--- src/rtl/uart_program_loader_pkg.sv ---
// Shared types and defaults for the UART program loader and its receiver core.
// Build option UART_RX_SYNC_EN (see uart_rx_core) does not affect this package.
package uart_program_loader_pkg;

    localparam int CLK_FREQ_HZ_DEFAULT = 50_000_000;
    localparam int BAUD_DEFAULT        = 9600;
    localparam int DATA_W              = 8;

    typedef enum logic [1:0] {
        IDLE,
        START,
        DATA,
        CLEANUP
    } rx_state_t;

endpackage

--- src/rtl/uart_rx_core.sv ---
// 8N-style serial receiver without stop-bit check; one-cycle valid per received byte.
// Build option: define UART_RX_SYNC_EN to put a two-flop synchronizer ahead of the input register.
module uart_rx_core
    import uart_program_loader_pkg::*;
#(
    parameter int CLK_FREQ_HZ = CLK_FREQ_HZ_DEFAULT,
    parameter int BAUD        = BAUD_DEFAULT
) (
    input  logic              clk,
    input  logic              reset_n,
    input  logic              io_rx,
    output logic              io_data_valid,
    output logic [DATA_W-1:0] io_data_packet
);
    localparam int CLKS_PER_BIT = CLK_FREQ_HZ / BAUD;
    localparam int HALF_BIT     = CLKS_PER_BIT / 2;
    localparam int CNT_W        = $clog2(CLKS_PER_BIT + 1);

    logic              rx_in;
    logic              rx_p0;
    rx_state_t         state, state_next;
    logic [CNT_W-1:0]  cnt, cnt_next;
    logic [2:0]        bit_idx, bit_next;
    logic [DATA_W-1:0] shift, shift_next;
    logic [DATA_W-1:0] packet_next;
    logic              valid_next;

`ifdef UART_RX_SYNC_EN
    logic rx_meta, rx_sync;

    always_ff @(posedge clk or posedge reset_n) begin
        if (reset_n) begin
            rx_meta <= 1'b1;
            rx_sync <= 1'b1;
        end else begin
            rx_meta <= io_rx;
            rx_sync <= rx_meta;
        end
    end
    assign rx_in = rx_sync;
`else
    assign rx_in = io_rx;
`endif

    // Stage p0: registered line, seen idle-high out of reset.
    always_ff @(posedge clk or posedge reset_n) begin
        if (reset_n) rx_p0 <= 1'b1;
        else         rx_p0 <= rx_in;
    end

    always_ff @(posedge clk or posedge reset_n) begin
        if (reset_n) begin
            state          <= IDLE;
            cnt            <= '0;
            bit_idx        <= '0;
            shift          <= '0;
            io_data_packet <= '0;
            io_data_valid  <= 1'b0;
        end else begin
            state          <= state_next;
            cnt            <= cnt_next;
            bit_idx        <= bit_next;
            shift          <= shift_next;
            io_data_packet <= packet_next;
            io_data_valid  <= valid_next;
        end
    end

    always_comb begin
        state_next  = state;
        cnt_next    = cnt;
        bit_next    = bit_idx;
        shift_next  = shift;
        packet_next = io_data_packet;
        valid_next  = 1'b0;
        case (state)
            IDLE: begin
                cnt_next = '0;
                bit_next = '0;
                if (!rx_p0) state_next = START;
            end
            START: begin
                // A low that is gone by mid start bit is treated as a glitch.
                if (cnt == CNT_W'(HALF_BIT - 1)) begin
                    cnt_next   = '0;
                    state_next = rx_p0 ? IDLE : DATA;
                end else begin
                    cnt_next = cnt + CNT_W'(1);
                end
            end
            DATA: begin
                if (cnt == CNT_W'(CLKS_PER_BIT - 1)) begin
                    cnt_next   = '0;
                    shift_next = {rx_p0, shift[DATA_W-1:1]};
                    if (bit_idx == 3'd7) begin
                        packet_next = {rx_p0, shift[DATA_W-1:1]};
                        valid_next  = 1'b1;
                        state_next  = CLEANUP;
                    end else begin
                        bit_next = bit_idx + 3'd1;
                    end
                end else begin
                    cnt_next = cnt + CNT_W'(1);
                end
            end
            CLEANUP: begin
                if (cnt == CNT_W'(CLKS_PER_BIT - 1)) begin
                    cnt_next   = '0;
                    state_next = IDLE;
                end else begin
                    cnt_next = cnt + CNT_W'(1);
                end
            end
            default: state_next = IDLE;
        endcase
    end

endmodule

--- src/rtl/uart_program_loader.sv ---
// Receives a byte stream over UART and emits little-endian halfwords with running byte addresses.
// Build option: define UART_RX_SYNC_EN to synchronize io_rx through two extra flops.
module uart_program_loader
    import uart_program_loader_pkg::*;
#(
    parameter int CLK_FREQ_HZ = CLK_FREQ_HZ_DEFAULT,
    parameter int BAUD        = BAUD_DEFAULT
) (
    input  logic              clk,
    input  logic              reset_n,
    input  logic              io_rx,
    output logic              io_data_valid,
    output logic [DATA_W-1:0] io_data_packet,
    output logic [15:0]       instruction_word,
    output logic [31:0]       byte_address,
    output logic              word_valid
);
    logic              vld_p0;
    logic [DATA_W-1:0] data_p0;
    logic              high_phase;
    logic [DATA_W-1:0] low_byte;
    logic [31:0]       next_addr;

    uart_rx_core #(
        .CLK_FREQ_HZ (CLK_FREQ_HZ),
        .BAUD        (BAUD)
    ) u_rx (
        .clk            (clk),
        .reset_n        (reset_n),
        .io_rx          (io_rx),
        .io_data_valid  (vld_p0),
        .io_data_packet (data_p0)
    );

    assign io_data_valid  = vld_p0;
    assign io_data_packet = data_p0;

    // Stage p1: the second byte of each pair completes a halfword one cycle after its valid.
    always_ff @(posedge clk or posedge reset_n) begin
        if (reset_n) begin
            high_phase       <= 1'b0;
            low_byte         <= '0;
            instruction_word <= '0;
            byte_address     <= '0;
            next_addr        <= '0;
            word_valid       <= 1'b0;
        end else begin
            word_valid <= 1'b0;
            if (vld_p0) begin
                if (!high_phase) begin
                    low_byte   <= data_p0;
                    high_phase <= 1'b1;
                end else begin
                    high_phase       <= 1'b0;
                    instruction_word <= {data_p0, low_byte};
                    byte_address     <= next_addr;
                    next_addr        <= next_addr + 32'd2;
                    word_valid       <= 1'b1;
                end
            end
        end
    end

endmodule

--- config.mk ---
export PLATFORM = sky130hd
export DESIGN_NAME = uart_program_loader
export DESIGN_NICKNAME = d
export VERILOG_FILES = /design/src/rtl/uart_program_loader_pkg.sv /design/src/rtl/uart_rx_core.sv /design/src/rtl/uart_program_loader.sv
export SDC_FILE = /design/constraint.sdc
export NUM_CORES = 1
export LEC_CHECK = 0
export CAP_MARGIN = 20
export CORE_MARGIN = 5
export CORE_UTILIZATION = 55
export CTS_CLUSTER_DIAMETER = 40
export DETAILED_ROUTE_END_ITERATION = 6
export PLACE_DENSITY = 0.86
export SLEW_MARGIN = 20
export SYNTH_ARGS = -nofsm -noshare
export SYNTH_HDL_FRONTEND = slang
export SYNTH_SLANG_ARGS = --single-unit
export TNS_END_PERCENT = 30
--- constraint.sdc ---
create_clock -name clk -period 4.3 [get_ports clk]
set_input_delay 0.645 -clock clk [delete_from_list [all_inputs] [get_ports clk]]
set_output_delay 0.645 -clock clk [all_outputs]
set_load 0.05 [all_outputs]
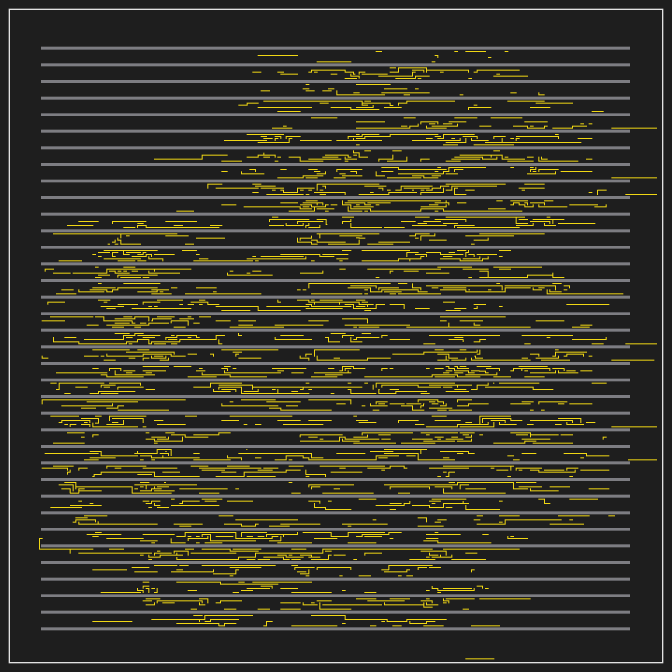
(M1 wires)
Supply wires on this layer in gray.
499 nets have wire on it. The layer carries 4350 um of wire. The longest straight run is 23.5 um.

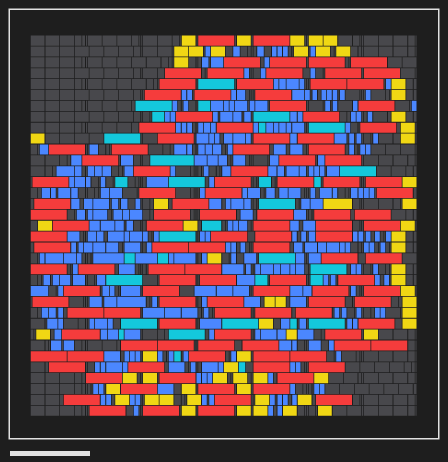
(placed cells, one color a class)
The bar under the picture is 20 um long. Fill, decap, tap and diode cells in gray.
Key: other buffers and delay cells = yellow [cells 63]; all other logic = blue [cells 339]; flip-flops = red [cells 123]; clock drivers and dummy loads = cyan [cells 32]
Post-Route Utilization: 69.3%
Seq/total area: 48.3%
CORE AREA: 9200 um^2

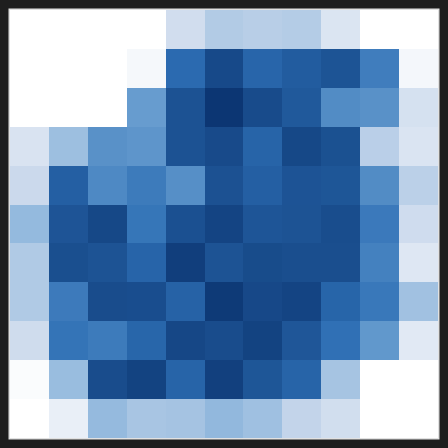
(placement density heat map)
11 x 11 tiles, from white (low) to dark blue (high), 0 to 100% covered.
14% of the tiles are nearly empty. The emptiest ninth of the die: top left. The mean over all tiles is 55%. The fullest tile reaches 97%.

==> flow_metrics.py <==
# Flow results
metrics = {
    "cells_and_area": {
        "antennaDiodeCount": 0,
        "layout_top_cells": "153 x nand2_1, 122 x dfrtp_1, 59 x clkdlybuf4s50_1",
        "drive_gt1_share_pct": 11.7,
    },
    "clock_network": {
        "htree_levels": 4,
        "clkSinkCount": 123,
        "clockBufferDepth": 2,
        "ctsHoldBuffers": 0,
    },
    "drt": {
        "wl_met2_um": 5530,
        "vias": 3666,
        "drc": 0,
        "drt-total-wl_um": 10600,
    },
    "critical_path": {
        "critPathMaxFanout": 4,
        "cp-end-kind": "output pin",
        "worstRegToRegCells": 5,
        "crit_chain": "clkdlybuf4s50_1",
        "critical_path_class": "reg2out",
        "start_kind": "flip-flop",
        "path_depth": 1,
    },
    "hold_path": {
        "hp-start": "byte_address[28]$_DFFE_PP0P_",
    },
    "placement": {
        "dpl.hpwl_um": 6980,
        "gp_congestion": 0.857,
    },
    "final_timing": {
        "finalCriticalPeriod_ns": 2.42,
    },
    "global_route": {
        "grt_use_met1_pct": 24.7,
        "grt_pass1_vias": 3721,
        "antenna_found_initial": 0,
    },
    "outcome": {
        "outcome": "completed",
    },
    "yosys": {
        "ys_cells": 481,
        "most_common_cell": "nand2_1",
        "synthArstFlopShare_pct": 100,
        "edf_count": 0,
    },
    "pwr": {
        "vdd_drop_max_mv": 0.314,
        "power.leakage_uw": 0.00320,
    },
    "floorplanning": {
        "die_h_um": 107,
    },
}
[cells by family after synthesis]
logic type,after synthesis,synth area share [%]
other,1,0.0726
multiplexers,23,5.52
AND-OR/OR-AND,13,1.84
AND/OR/NAND/NOR,251,22.6
flip-flops,123,59.6
buffers and inverters,26,2.59
XOR/XNOR,40,6.78
adder cells (fa/ha/maj),4,0.969
[worst register-to-register path, delay by kind of cell (launching register included)]
family	cells	cell delay [ns]
and+or+nand+nor	3	1.22
DFF	1	0.38
adders and majority gates	1	0.24
muxes	1	0.34
[flip-flops by register name (all words and copies together) (netlist names), named ones only]
| register | flops |
|---|---|
| u_rx.bit_idx | 3 |
| u_rx.cnt | 13 |
| u_rx.io_data_valid | 1 |
| u_rx.state | 1 |
| next_addr | 31 |
| byte_address | 31 |
| u_rx.io_data_packet | 8 |
| low_byte | 8 |
| u_rx.rx_p0 | 1 |
| word_valid | 1 |
| high_phase | 1 |
| u_rx.shift | 7 |
| instruction_word | 16 |
[through the flow]
stage | instances | hold slack (ns) | utilization [%] | setup slack (ns) | cell area, um^2
finish | 668 | 0.471 | 69.3 | 1.88 | 6380
global route | 668 | 0.496 | 69.3 | 1.83 | 6380
CTS | 668 | 0.469 | 69.3 | 1.85 | 6380
detailed placement | 636 | 0.451 | 63.5 | 2.01 | 5840
global placement | 636 | 0.447 | 63.5 | 2.11 | 5840
floorplan | 481 | 0.435 | - | 0.386 | 5170
[layout make-up]
cell class                      count  area share [%]
Multi-Input combinational cell    332            30.7
Timing Repair Buffer               63            9.93
Sequential cell                   123            48.3
Clock buffer                       18            6.55
Inverter                            7           0.451
Clock inverter                     14            1.92
Tap cell                          111            2.18
[power by group]
part	internal [uW]	switching, uW
registers	1180	27.1
logic	37.6	57.0
clock network	765	507
Power is estimated from default activity; no workload was simulated.
